==> src/rtl/dma_csr_mc.sv <==
// Multi-channel DMA register block. Each channel holds SRC/DST/LEN/CTRL/STATUS
// registers and a three-state FSM (IDLE, PEND, ACTIVE). A round-robin arbiter
// hands one pending channel at a time to a single shared DMA engine.
//
// Config port handshake: there is no ready. A request is taken in every cycle
// where cfg_req_valid=1. A read returns data one cycle later with
// cfg_resp_valid=1 for exactly that cycle. A write produces no response.
// Engine handshake: eng_start pulses for one cycle per grant. The eng_* command
// fields hold their values until the next grant. eng_done is a one-cycle pulse.
// eng_err is only meaningful while eng_done=1.
module dma_csr_mc #(
  parameter int NUM_CH     = 4,
  parameter int ADDR_WIDTH = 48,
  parameter int LEN_WIDTH  = 32
) (
  input  logic                  clk,
  input  logic                  rst_n,
  input  logic                  cfg_req_valid,
  input  logic                  cfg_req_write,
  input  logic [31:0]           cfg_req_addr,
  input  logic [31:0]           cfg_req_wdata,
  output logic                  cfg_resp_valid,
  output logic [31:0]           cfg_resp_rdata,
  output logic                  eng_start,
  output logic [ADDR_WIDTH-1:0] eng_src,
  output logic [ADDR_WIDTH-1:0] eng_dst,
  output logic [LEN_WIDTH-1:0]  eng_len,
  output logic [2:0]            eng_ch,
  input  logic                  eng_done,
  input  logic                  eng_err,
  output logic                  irq,
  output logic [2*NUM_CH-1:0]   dbg_state
);

  typedef enum logic [1:0] {
    ST_IDLE   = 2'd0,
    ST_PEND   = 2'd1,
    ST_ACTIVE = 2'd2
  } ch_state_e;

  localparam logic [4:0] OFF_SRC_LO = 5'h00;
  localparam logic [4:0] OFF_SRC_HI = 5'h04;
  localparam logic [4:0] OFF_DST_LO = 5'h08;
  localparam logic [4:0] OFF_DST_HI = 5'h0C;
  localparam logic [4:0] OFF_LEN    = 5'h10;
  localparam logic [4:0] OFF_CTRL   = 5'h14;
  localparam logic [4:0] OFF_STATUS = 5'h18;

  // Address bits at or above ADDR_WIDTH are never stored, so they read back as 0.
  localparam logic [63:0] ADDR_MASK = (ADDR_WIDTH >= 64) ? {64{1'b1}} :
                                      ((64'd1 << ADDR_WIDTH) - 64'd1);
  localparam logic [31:0] LEN_MASK  = (LEN_WIDTH >= 32) ? {32{1'b1}} :
                                      ((32'd1 << LEN_WIDTH) - 32'd1);

  ch_state_e state_q [NUM_CH];
  ch_state_e state_d [NUM_CH];

  logic [63:0] src_q [NUM_CH];
  logic [63:0] dst_q [NUM_CH];
  logic [31:0] len_q [NUM_CH];
  logic [NUM_CH-1:0] irq_en_q, done_q, err_q;
  logic [NUM_CH-1:0] done_set, err_set;
  logic [2:0]  rr_ptr;

  logic        wr_en, req_chan, req_glob;
  logic [2:0]  req_ch;
  logic [4:0]  req_off;
  logic [NUM_CH-1:0] ch_sel, ch_wr, start_req;

  logic        any_active, grant_vld;
  logic [2:0]  grant_ch;
  int          rr_idx;
  logic [ADDR_WIDTH-1:0] grant_src, grant_dst;
  logic [LEN_WIDTH-1:0]  grant_len;
  logic [31:0] rd_data;

  assign wr_en    = cfg_req_valid & cfg_req_write;
  assign req_ch   = cfg_req_addr[7:5];
  assign req_off  = cfg_req_addr[4:0];
  assign req_chan = (cfg_req_addr[31:8] == 24'd0) && (int'(req_ch) < NUM_CH);
  assign req_glob = (cfg_req_addr == 32'h0000_0200);

  // Decode the request into per-channel select, write and START strobes.
  always_comb begin
    ch_sel    = '0;
    ch_wr     = '0;
    start_req = '0;
    for (int c = 0; c < NUM_CH; c++) begin
      ch_sel[c]    = req_chan && (req_ch == 3'(c));
      ch_wr[c]     = wr_en && ch_sel[c];
      start_req[c] = ch_wr[c] && (req_off == OFF_CTRL) && cfg_req_wdata[0];
    end
  end

  // Round-robin arbiter and per-channel next-state logic.
  always_comb begin
    any_active = 1'b0;
    grant_vld  = 1'b0;
    grant_ch   = 3'd0;
    rr_idx     = 0;
    for (int c = 0; c < NUM_CH; c++) begin
      if (state_q[c] == ST_ACTIVE) any_active = 1'b1;
    end
    // The engine is free only when no channel is ACTIVE. Scan from rr_ptr upward.
    if (!any_active) begin
      for (int k = 0; k < NUM_CH; k++) begin
        rr_idx = (int'(rr_ptr) + k) % NUM_CH;
        for (int c = 0; c < NUM_CH; c++) begin
          if (!grant_vld && (c == rr_idx) && (state_q[c] == ST_PEND)) begin
            grant_vld = 1'b1;
            grant_ch  = 3'(c);
          end
        end
      end
    end
    for (int c = 0; c < NUM_CH; c++) begin
      state_d[c]  = state_q[c];
      done_set[c] = 1'b0;
      err_set[c]  = 1'b0;
      case (state_q[c])
        ST_IDLE: begin
          if (start_req[c]) begin
            // A zero-length transfer completes at once without using the engine.
            if (len_q[c] != 32'd0) state_d[c] = ST_PEND;
            else                   done_set[c] = 1'b1;
          end
        end
        ST_PEND: begin
          if (grant_vld && (grant_ch == 3'(c))) state_d[c] = ST_ACTIVE;
        end
        ST_ACTIVE: begin
          if (eng_done) begin
            state_d[c]  = ST_IDLE;
            done_set[c] = 1'b1;
            err_set[c]  = eng_err;
          end
        end
        default: state_d[c] = ST_IDLE;
      endcase
    end
  end

  // Select the command fields of the granted channel.
  always_comb begin
    grant_src = '0;
    grant_dst = '0;
    grant_len = '0;
    for (int c = 0; c < NUM_CH; c++) begin
      if (grant_ch == 3'(c)) begin
        grant_src = src_q[c][ADDR_WIDTH-1:0];
        grant_dst = dst_q[c][ADDR_WIDTH-1:0];
        grant_len = len_q[c][LEN_WIDTH-1:0];
      end
    end
  end

  // Channel FSM state registers.
  always_ff @(posedge clk or negedge rst_n) begin
    if (!rst_n) begin
      for (int c = 0; c < NUM_CH; c++) state_q[c] <= ST_IDLE;
    end else begin
      for (int c = 0; c < NUM_CH; c++) state_q[c] <= state_d[c];
    end
  end

  // CSR storage, status flags, engine command and read response registers.
  always_ff @(posedge clk or negedge rst_n) begin
    if (!rst_n) begin
      for (int c = 0; c < NUM_CH; c++) begin
        src_q[c] <= '0;
        dst_q[c] <= '0;
        len_q[c] <= '0;
      end
      irq_en_q       <= '0;
      done_q         <= '0;
      err_q          <= '0;
      rr_ptr         <= 3'd0;
      eng_start      <= 1'b0;
      eng_src        <= '0;
      eng_dst        <= '0;
      eng_len        <= '0;
      eng_ch         <= 3'd0;
      cfg_resp_valid <= 1'b0;
      cfg_resp_rdata <= '0;
    end else begin
      for (int c = 0; c < NUM_CH; c++) begin
        // Address and length registers are frozen while a channel is busy.
        if (ch_wr[c]) begin
          case (req_off)
            OFF_SRC_LO: if (state_q[c] == ST_IDLE)
                          src_q[c] <= {src_q[c][63:32], cfg_req_wdata} & ADDR_MASK;
            OFF_SRC_HI: if (state_q[c] == ST_IDLE)
                          src_q[c] <= {cfg_req_wdata, src_q[c][31:0]} & ADDR_MASK;
            OFF_DST_LO: if (state_q[c] == ST_IDLE)
                          dst_q[c] <= {dst_q[c][63:32], cfg_req_wdata} & ADDR_MASK;
            OFF_DST_HI: if (state_q[c] == ST_IDLE)
                          dst_q[c] <= {cfg_req_wdata, dst_q[c][31:0]} & ADDR_MASK;
            OFF_LEN:    if (state_q[c] == ST_IDLE)
                          len_q[c] <= cfg_req_wdata & LEN_MASK;
            OFF_CTRL:   irq_en_q[c] <= cfg_req_wdata[1];
            default: ;
          endcase
        end
        // A set wins over a W1C that lands in the same cycle.
        if (done_set[c])
          done_q[c] <= 1'b1;
        else if (ch_wr[c] && (req_off == OFF_STATUS) && cfg_req_wdata[1])
          done_q[c] <= 1'b0;
        if (err_set[c])
          err_q[c] <= 1'b1;
        else if (ch_wr[c] && (req_off == OFF_STATUS) && cfg_req_wdata[2])
          err_q[c] <= 1'b0;
      end
      eng_start <= grant_vld;
      if (grant_vld) begin
        eng_src <= grant_src;
        eng_dst <= grant_dst;
        eng_len <= grant_len;
        eng_ch  <= grant_ch;
        rr_ptr  <= (int'(grant_ch) == NUM_CH - 1) ? 3'd0 : grant_ch + 3'd1;
      end
      cfg_resp_valid <= cfg_req_valid & ~cfg_req_write;
      cfg_resp_rdata <= rd_data;
    end
  end

  // Read data mux. Unmapped addresses and absent channels read as zero.
  always_comb begin
    rd_data = 32'd0;
    if (req_glob) begin
      rd_data = 32'(done_q | err_q);
    end else begin
      for (int c = 0; c < NUM_CH; c++) begin
        if (ch_sel[c]) begin
          case (req_off)
            OFF_SRC_LO: rd_data = src_q[c][31:0];
            OFF_SRC_HI: rd_data = src_q[c][63:32];
            OFF_DST_LO: rd_data = dst_q[c][31:0];
            OFF_DST_HI: rd_data = dst_q[c][63:32];
            OFF_LEN:    rd_data = len_q[c];
            OFF_CTRL:   rd_data = {30'd0, irq_en_q[c], 1'b0};
            OFF_STATUS: rd_data = {29'd0, err_q[c], done_q[c], state_q[c] != ST_IDLE};
            default:    rd_data = 32'd0;
          endcase
        end
      end
    end
  end

  // Expose the channel FSM states, packed two bits per channel.
  always_comb begin
    dbg_state = '0;
    for (int c = 0; c < NUM_CH; c++) dbg_state[2*c +: 2] = state_q[c];
  end

  assign irq = |((done_q | err_q) & irq_en_q);

endmodule

==> config.mk <==
export PLATFORM = sky130hd
export DESIGN_NAME = dma_csr_mc
export DESIGN_NICKNAME = d
export VERILOG_FILES = /design/src/rtl/dma_csr_mc.sv
export SDC_FILE = /design/constraint.sdc
export NUM_CORES = 1
export LEC_CHECK = 0
export CORE_UTILIZATION = 45
export DETAILED_ROUTE_END_ITERATION = 8
export DONT_BUFFER_PORTS = 1
export GPL_TIMING_DRIVEN = 0
export RECOVER_POWER = 25
export SYNTH_ARGS = -nofsm -noshare
export SYNTH_HDL_FRONTEND = slang
export SYNTH_SLANG_ARGS = --single-unit
==> constraint.sdc <==
create_clock -name clk -period 4.5 [get_ports clk]
set_clock_uncertainty 0.05 [all_clocks]
set_input_delay 0.675 -clock clk [delete_from_list [all_inputs] [get_ports clk]]
set_output_delay 0.675 -clock clk [all_outputs]
set_load 0.01 [all_outputs]
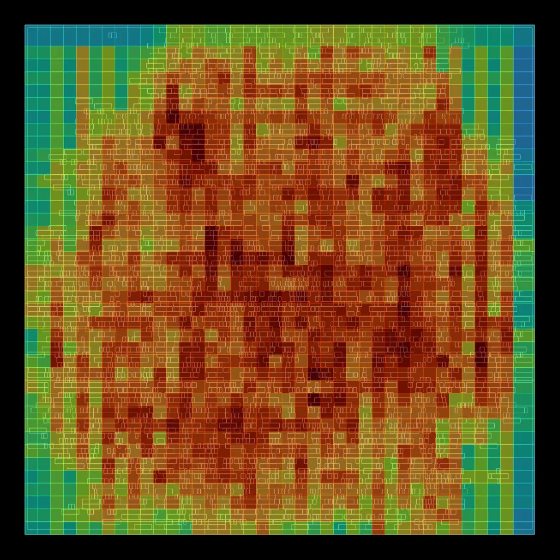
Fig. 1. Routing congestion.
global routing usage on met2: 57.89%
overall track demand over capacity in global routing: 41.31%
utilization of the core after routing: 50.83%
global routing usage on met3: 15.51%

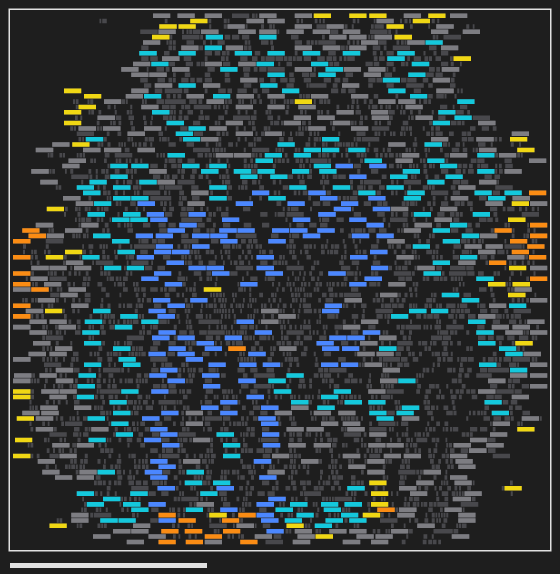
Fig. 2. Register map, names as in the netlist.
Scale bar: 100 um. Other sequential cells in the stronger gray, the rest of the logic in the fainter gray.
[eng_len] orange | placed flops: 32
[dst_q] cyan | placed flops: 192 | where: all over the die
[eng_src] yellow | placed flops: 48 | where: all over the die
[len_q] blue | placed flops: 128
not colored: 298
sequential cell area share: 47.10%
FF+latch area: 0.01747 sq mm
Sequential Power: 6290 uW

==> out/qor.log <==
qor: timing.hold_violations 182
qor: setup_path.critical-path-slowest-cell sky130_fd_sc_hd__dfrtp_2
qor: grt.grt_pass1_vias 29430
qor: logic_synthesis.mux_share 9.557%
qor: cts.number_of_buffers_inserted_during_clock_tree_synthesis 78
qor: power_and_ir_drop.clkPwrFrac 50.5%
qor: cts.post_cts_buffers 0
qor: routing.routed_via_density 6.836
qor: timing.final_min_period_over_clock_period 99.70%
qor: setup_path.startpoint_type flop
qor: finish.multi_input_gate_count 2428
qor: logic_synthesis.postSynthAreaPerCell 9.686 sq um
qor: timing.tightest_slew 3.809 ns
qor: finish.layout.cells.most_common sky130_fd_sc_hd__dfrtp_1
qor: finish.n_clock_buffer 107
qor: finish.comb_area_share 39.18%
qor: floorplanning.die_x 273.5 um
qor: finish.largest_registers dst_q x192, src_q x192, len_q x128
qor: logic_synthesis.topCellsByArea sky130_fd_sc_hd__dfrtp_1, sky130_fd_sc_hd__mux2_2, sky130_fd_sc_hd__a21oi_1, sky130_fd_sc_hd__nand2_1, sky130_fd_sc_hd__o21ai_0
qor: power_and_ir_drop.max-vdd-ir-drop 0.2639 mV
qor: power_and_ir_drop.power_switching_share 22.80%
qor: cts.clk_path_buf_depth 3
qor: logic_synthesis.yosysUniqueCellTypes 57
qor: routing.route.vias.total 30919
qor: setup_path.crit_path_max_fanout 10
qor: logic_synthesis.yosys_most_used_dff sky130_fd_sc_hd__dfrtp_1
qor: logic_synthesis.ys_async_sr_fraction 100.0%
qor: power_and_ir_drop.power_density 361.2 mW/mm^2
qor: floorplanning.fp_util 45.47%
qor: logic_synthesis.synth_flops 698
qor: status.outcome complete, but fails checks
qor: timing.hold_ws -0.2579 ns
qor: finish.area_growth 11.79%
qor: finish.layout_top_cells sky130_fd_sc_hd__dfrtp_1, sky130_fd_sc_hd__nand2_1, sky130_fd_sc_hd__a21oi_1
qor: routing.drc_errors 0
qor: placement.post_dp_cell_area 0.03439 sq mm
qor: setup_path.crit_required 5.00 ns
qor: power_and_ir_drop.sequentialPowerShare 47.0%
qor: logic_synthesis.synth-seq-area-share 52.65%
qor: setup_path.timing.critical_path.cells nand2b_1, nor2_1, o21ai_0, a21oi_1, nor3_4, inv_1, ha_1, clkbuf_1, nor2b_1, clkbuf_1, buf_2, clkbuf_4, a221oi_1, nor3_1, a21oi_1, a21oi_1
qor: logic_synthesis.postSynthCellCount 3425
qor: timing.final-setup-viol-count 0
qor: timing.final-max-slew-violation-count 517
qor: floorplanning.nWellTaps 959
qor: cts.clk-insertion-delay-late 0.66 ns
qor: setup_path.critPathCaptureType flop
qor: finish.flops 698
qor: routing.dr_wl_cell 34.47 um
qor: logic_synthesis.total_of_warnings_raised_by_yosys 0
qor: timing.fmax 222.9 MHz
qor: routing.dr.pass1.iters 6
qor: cts.cts-htree-levels 3
qor: logic_synthesis.post_synth_instance_area 0.03317 sq mm
qor: logic_synthesis.synth_largest_type_area_fraction 52.65%
qor: timing.setup-tns-final 0 ns
qor: routing.violation_tally_from_detailed_route_iteration_zero 5089
qor: logic_synthesis.synthSimpleGateAreaFrac 14.86%
qor: routing.detailed_route_wl 155900 um
qor: floorplanning.design.core.area 0.07296 sq mm
qor: worst_hold_path.hold_path_class in2async
qor: finish.nFillCells 6885
qor: finish.non_clock_inverter_count 7
qor: floorplanning.design.die.area 0.07481 sq mm
qor: cts.clkSlewWorstSetupHoldPaths 0.06 ns
qor: setup_path.timing.critical_path.mode_cell sky130_fd_sc_hd__a21oi_1
qor: finish.finalInstanceArea 0.03708 sq mm
qor: logic_synthesis.top_logic_kind AND-OR/OR-AND gates
qor: logic_synthesis.synth-compound-area-share 19.07%
qor: grt.antenna_found_initial 6
qor: finish.final_clock_cell_share 7.102%
qor: floorplanning.fp.dieH 273.5 um
qor: floorplanning.placement_rows 99
qor: grt.maximum_number_of_pins_on_one_net_before_global_route_repair 699
qor: finish.layoutNonFillerInstCount 4523
qor: timing.timing.final.ws_setup 0.01342 ns
qor: setup_path.crit_type reg2reg
qor: power_and_ir_drop.p_int 10340 uW
qor: power_and_ir_drop.combinational_power_share 2.5%
qor: cts.tritoncts_num_sinks 698
qor: logic_synthesis.fa_ha_area_share 0.1810%
qor: status.violations_in_the_final_reports hold timing, slew limit
qor: placement.dp_hpwl 109200 um
qor: setup_path.worstPathArrival 4.98 ns
qor: setup_path.worst-path-buf-inv 5
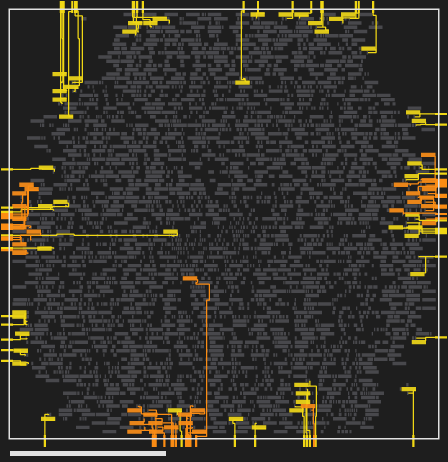
Fig. 3. Wires at chosen ports, followed through buffers.
Scale bar: 100 um.
[eng_len] orange | bits: 32 | direction: output | end cells: 32 | buffers: 0 | wire: 727 um
[eng_src] yellow | bits: 48 | direction: output | end cells: 48 | buffers: 0 | wire: 1390 um
Top-Level Pins: 244
tally of buffers added on design ports: 0

-- routing by layer --
metal	global-route usage (%)	vias to the layer above	wire [um]
li1	-	12534	-
met1	54.37	15457	59220
met2	57.89	2356	64840
met3	15.51	560	21370
met4	23.71	12	10290
met5	1.284	-	195
-- power groups by stage --
stage / sequential, uW / clock (uW) / combinational [uW]
finish: 6290 / 6770 / 337
global route: 6290 / 7000 / 346
CTS: 6290 / 6760 / 316
detailed placement: 6400 / 0 / 315
global placement: 6400 / 0 / 314
floorplan: 6400 / 0 / 181
-- worst reg2reg max path, stage by stage (launching register included) --
cell                       delay (ns)
sky130_fd_sc_hd__dfrtp_2         0.49
sky130_fd_sc_hd__nand2b_1        0.23
sky130_fd_sc_hd__nor2_1          0.25
sky130_fd_sc_hd__o21ai_0         0.12
sky130_fd_sc_hd__a21oi_1         0.27
sky130_fd_sc_hd__nor3_4          0.13
sky130_fd_sc_hd__inv_1           0.12
sky130_fd_sc_hd__ha_1            0.14
sky130_fd_sc_hd__clkbuf_1        0.39
sky130_fd_sc_hd__nor2b_1         0.20
sky130_fd_sc_hd__clkbuf_1        0.37
sky130_fd_sc_hd__buf_2           0.44
sky130_fd_sc_hd__clkbuf_4        0.41
sky130_fd_sc_hd__a221oi_1        0.14
sky130_fd_sc_hd__nor3_1          0.30
sky130_fd_sc_hd__a21oi_1         0.15
sky130_fd_sc_hd__a21oi_1         0.23
-- worst paths after layout --
| check | cells after the start | startpoint | to |
|---|---|---|---|
| setup / recovery | 16 | dbg_state[1] | eng_src[4] |
| hold / removal | 0 | rst_n | eng_src[32] |
| setup reg to reg | 16 | dbg_state[1] | eng_src[4] |
| hold reg to reg | 2 | src_q[74] | src_q[74] |
| max in group asynchronous | 0 | rst_n | eng_len[23] |
| min in group clk | 1 | cfg_req_write | cfg_resp_valid |
Power and IR drop assume default switching activity.
